==> src/rtl/button_keypad_encoder.sv <==
`default_nettype none
// ============================================================================
//  Module   : button_keypad_encoder
//  Purpose  : Front-end for the 12 roulette-board push buttons. Synchronises
//             and debounces the raw levels, rejects multi-key presses and
//             emits one single-cycle key event per accepted physical press.
//  Revision : 1.0 - initial release
// ----------------------------------------------------------------------------
//  Ports
//    clk        in   system clock (50 MHz)
//    rst        in   synchronous, active-low reset
//    key01..12  in   raw asynchronous button levels; keyNN maps to code NN
//    key_valid  out  single-cycle pulse, one per accepted press
//    key_value  out  code (1..12) of the last accepted key, held between presses
//    key_busy   out  high whenever the debounce FSM is not idle
// ============================================================================
module button_keypad_encoder #(
  parameter int DEBOUNCE_CYCLES = 1000000,
  parameter int CNT_W           = 20,
  parameter bit ACTIVE_HIGH     = 1'b1
) (
  input  logic       clk,
  input  logic       rst,
  input  logic       key01,
  input  logic       key02,
  input  logic       key03,
  input  logic       key04,
  input  logic       key05,
  input  logic       key06,
  input  logic       key07,
  input  logic       key08,
  input  logic       key09,
  input  logic       key10,
  input  logic       key11,
  input  logic       key12,
  output logic       key_valid,
  output logic [3:0] key_value,
  output logic       key_busy
);

  localparam logic [1:0] C_ST_IDLE       = 2'd0;
  localparam logic [1:0] C_ST_PRESS_DB   = 2'd1;
  localparam logic [1:0] C_ST_HELD       = 2'd2;
  localparam logic [1:0] C_ST_RELEASE_DB = 2'd3;

  localparam logic [CNT_W-1:0] C_CNT_MAX = CNT_W'(DEBOUNCE_CYCLES - 1);
  localparam logic [CNT_W-1:0] C_CNT_ONE = CNT_W'(1);

  // --------------------------------------------------------------------------
  // Input conditioning: 2-FF synchroniser, then optional polarity inversion
  // --------------------------------------------------------------------------
  logic [11:0] w_raw;
  logic [11:0] sync1_q;
  logic [11:0] sync2_q;
  logic [11:0] w_kv;

  assign w_raw = {key12, key11, key10, key09, key08, key07,
                  key06, key05, key04, key03, key02, key01};

  always_ff @(posedge clk) begin
    if (!rst) begin
      sync1_q <= '0;
      sync2_q <= '0;
    end else begin
      sync1_q <= w_raw;
      sync2_q <= sync1_q;
    end
  end

  generate
    if (ACTIVE_HIGH) begin : g_active_high
      assign w_kv = sync2_q;
    end else begin : g_active_low
      assign w_kv = ~sync2_q;
    end
  endgenerate

  // --------------------------------------------------------------------------
  // Key classification: number of pressed keys and code of the pressed key.
  // w_code is only meaningful when exactly one key is down.
  // --------------------------------------------------------------------------
  logic [3:0] w_ones;
  logic [3:0] w_code;
  logic       w_single;
  logic       w_none;

  always_comb begin
    w_ones = 4'd0;
    w_code = 4'd0;
    for (int i = 0; i < 12; i++) begin
      if (w_kv[i]) begin
        w_ones = w_ones + 4'd1;
        w_code = 4'(i + 1);
      end
    end
  end

  assign w_single = (w_ones == 4'd1);
  assign w_none   = (w_kv == 12'd0);

  // --------------------------------------------------------------------------
  // Debounce FSM
  // --------------------------------------------------------------------------
  logic [1:0]       state_q, state_d;
  logic [CNT_W-1:0] cnt_q,   cnt_d;
  logic [3:0]       cand_q,  cand_d;
  logic             valid_q, valid_d;
  logic [3:0]       value_q, value_d;
  logic             busy_q,  busy_d;
  logic             w_match;

  // Only the candidate key, alone, keeps the press debounce alive.
  assign w_match = w_single && (w_code == cand_q);

  always_comb begin
    state_d = state_q;
    cnt_d   = cnt_q;
    cand_d  = cand_q;
    valid_d = 1'b0;
    value_d = value_q;

    case (state_q)
      C_ST_IDLE: begin
        if (w_single) begin
          cand_d  = w_code;
          cnt_d   = '0;
          state_d = C_ST_PRESS_DB;
        end
      end

      C_ST_PRESS_DB: begin
        if (!w_match) begin
          cnt_d   = '0;
          state_d = C_ST_IDLE;
        end else if (cnt_q == C_CNT_MAX) begin
          valid_d = 1'b1;
          value_d = cand_q;
          cnt_d   = '0;
          state_d = C_ST_HELD;
        end else begin
          cnt_d = cnt_q + C_CNT_ONE;
        end
      end

      // Any key activity keeps us here; extra keys never produce events.
      C_ST_HELD: begin
        if (w_none) begin
          cnt_d   = '0;
          state_d = C_ST_RELEASE_DB;
        end
      end

      C_ST_RELEASE_DB: begin
        if (!w_none) begin
          cnt_d   = '0;
          state_d = C_ST_HELD;
        end else if (cnt_q == C_CNT_MAX) begin
          cnt_d   = '0;
          state_d = C_ST_IDLE;
        end else begin
          cnt_d = cnt_q + C_CNT_ONE;
        end
      end

      default: begin
        cnt_d   = '0;
        state_d = C_ST_IDLE;
      end
    endcase

    // Registered from the next state so it tracks the state register exactly.
    busy_d = (state_d != C_ST_IDLE);
  end

  always_ff @(posedge clk) begin
    if (!rst) begin
      state_q <= C_ST_IDLE;
      cnt_q   <= '0;
      cand_q  <= 4'd0;
      valid_q <= 1'b0;
      value_q <= 4'd0;
      busy_q  <= 1'b0;
    end else begin
      state_q <= state_d;
      cnt_q   <= cnt_d;
      cand_q  <= cand_d;
      valid_q <= valid_d;
      value_q <= value_d;
      busy_q  <= busy_d;
    end
  end

  assign key_valid = valid_q;
  assign key_value = value_q;
  assign key_busy  = busy_q;

endmodule
`default_nettype wire

==> config.mk <==
export PLATFORM = sky130hd
export DESIGN_NAME = button_keypad_encoder
export DESIGN_NICKNAME = d
export VERILOG_FILES = /design/src/rtl/button_keypad_encoder.sv
export SDC_FILE = /design/constraint.sdc
export NUM_CORES = 1
export LEC_CHECK = 0
export ABC_AREA = 0
export CELL_PAD_IN_SITES_DETAIL_PLACEMENT = 1
export CELL_PAD_IN_SITES_GLOBAL_PLACEMENT = 1
export CORE_MARGIN = 5
export CORE_UTILIZATION = 46
export DETAILED_ROUTE_END_ITERATION = 16
export PLACE_DENSITY = 0.88
export SYNTH_ARGS = -nofsm -noshare
export SYNTH_HDL_FRONTEND = slang
export SYNTH_SLANG_ARGS = --single-unit
==> constraint.sdc <==
create_clock -name clk -period 8.9 [get_ports clk]
set_input_delay 0.89 -clock clk [delete_from_list [all_inputs] [get_ports clk]]
set_output_delay 0.89 -clock clk [all_outputs]
set_load 0.005 [all_outputs]
### Signal wires by layer

Scale: 4 px per µm.
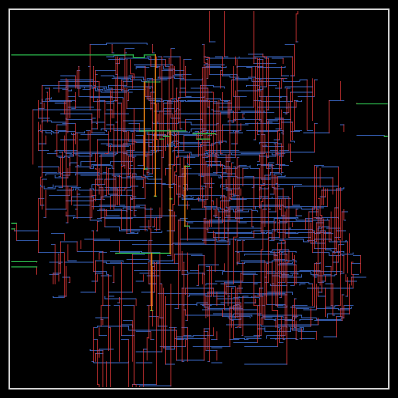
metal 4: drawn in orange, wire length 117 µm. metal 2: drawn in red, wire length 3750 µm. metal 1: drawn in blue, wire length 3310 µm. metal 3: drawn in green, wire length 104 µm.
drt total wl: 7280 µm
via count: 2636

### Placement by cell class

Scale: 4 px per µm. Fill, decap, tap and diode cells in gray.
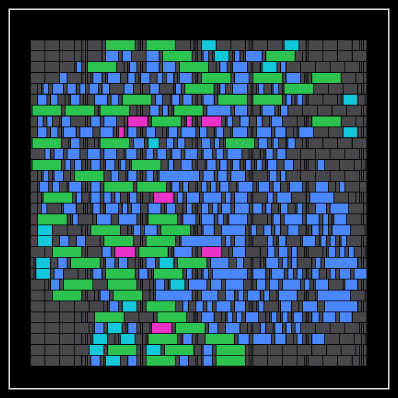
other buffers and delay cells: drawn in cyan, cells 20. combinational and other logic: drawn in blue, cells 301. flops: drawn in green, cells 56. clock drivers and dummy loads: drawn in magenta, cells 8.
core footprint: 6870 µm²
finished layout cell area: 3600 µm²
Core Util, Final: 52.4%

### Routed clock nets over the placement

Scale: 4 px per µm.
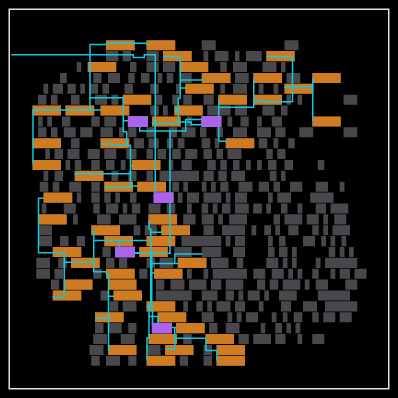
clock drivers: drawn in purple, count 5. flip-flops: drawn in orange, count 56. clock wires: drawn in cyan, length 605 µm.
There are 6 routed clock nets.
Clock Skew: 0.00806 ns
clock share of power: 24.7%
clock network power: 0.139 mW
clk latency late pin: 0.31 ns

### PDN straps and rails

Scale: 4 px per µm. Pins as bars on the die edge. Tap cells in gray.
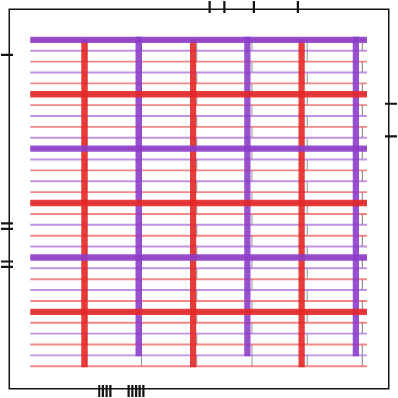
VSS: drawn in red. VDD: drawn in purple.
6 straps on met5. The core has 30 rows. 6 straps on met4. 20 signal pins sit on the boundary.
Peak VDD IR: 0.0000899 V
die height: 94.5 µm
chip width: 94.5 µm

### Track usage over the die

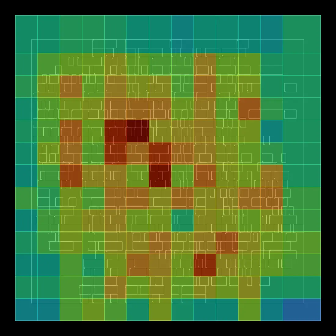
Routed WL per cell: 15.1 µm
M2 GR Usage: 32.6%
grt met1 use: 20.9%
GRT Max-Usage Layer: met2

==> run summary <==
clk buf depth -> 2
Pwr Total -> 0.564 mW
Async S/R FF share, synth -> 0%
Post-Syn Instances -> 374
leak pwr -> 1.46 nW
post-synth area from yosys stat -> 3280 µm²
Synth top cell by count -> dfxtp_1
Synth top area share -> 34.1%
tool warning count -> 28
Die Area -> 8930 µm²
min cycle time layout -> 8.06 ns
Final Hold Vio Count -> 0
max-slew violation count -> 0
ao+oa area frac -> 16.4%
status -> complete, no violations
Final WS setup -> 0.836 ns
largest net degree at the start of global routing -> 28
number of routed nets with antenna violations -> 0
Starting DRT DRC Count -> 128
Worst Tran Pin Value -> 1.14 ns
main flop type after synthesis -> dfxtp_1
Total Nets Final -> 411
synth unique cells -> 64
Worst EP arrival -> 8.30 ns
CP most frequent cell -> ha_1
Critical Path Source Type -> flip-flop
Post-Layout Cell Count -> 481
clock sinks -> 56
via/cell ratio -> 5.48
Post-synth regs -> 56
-- critical path, delay by kind of cell (launching register included) --
kind | cells | cell delay, ns
muxes | 1 | 0.06
xor gates and xnor gates | 1 | 0.23
AOI/OAI and AO/OA | 11 | 2.70
adders and majority gates | 10 | 3.08
and+or+nand+nor | 12 | 1.42
DFF | 1 | 0.36
buffers and inverters | 2 | 0.16
-- area by class of cell --
type | instances | area (µm²) | share of cell area, %
clock buffers | 8 | 90.1 | 2.50
inverters | 16 | 60.1 | 1.67
multi-input cells | 285 | 2010 | 55.9
flip-flops and latches | 56 | 1120 | 31.1
well taps | 96 | 120 | 3.33
repair buffers | 20 | 198 | 5.49
-- power breakdown --
group	internal [mW]	leakage, nW	switching [mW]
clock	0.0636	0.0455	0.0755
sequential	0.261	0.457	0.0122
combinational	0.0665	0.957	0.0848
total	0.391	1.46	0.172
-- how the worst max path moves through the flow --
stage,startpoint,depth (start not counted),end
after floorplan,sync2_q[0]$_SDFF_PN0_,39,key_value[0]$_SDFFE_PN0P_
after global placement,sync2_q[0]$_SDFF_PN0_,37,cnt_q[2]$_SDFFE_PN0P_
after detailed placement,sync2_q[1]$_SDFF_PN0_,37,cnt_q[2]$_SDFFE_PN0P_
after CTS,sync2_q[1]$_SDFF_PN0_,37,cnt_q[6]$_SDFFE_PN0P_
after global routing,sync2_q[1]$_SDFF_PN0_,37,cnt_q[6]$_SDFFE_PN0P_
final,sync2_q[1]$_SDFF_PN0_,37,cnt_q[6]$_SDFFE_PN0P_
-- flip-flops by register name, indices dropped and copies added, names as in the netlist --
register   flops
state_q        2
sync1_q       12
key_busy       1
key_valid      1
key_value      4
sync2_q       12
cnt_q         20
cand_q         4
No activity file was given, so power comes from the tool's default toggle rates.
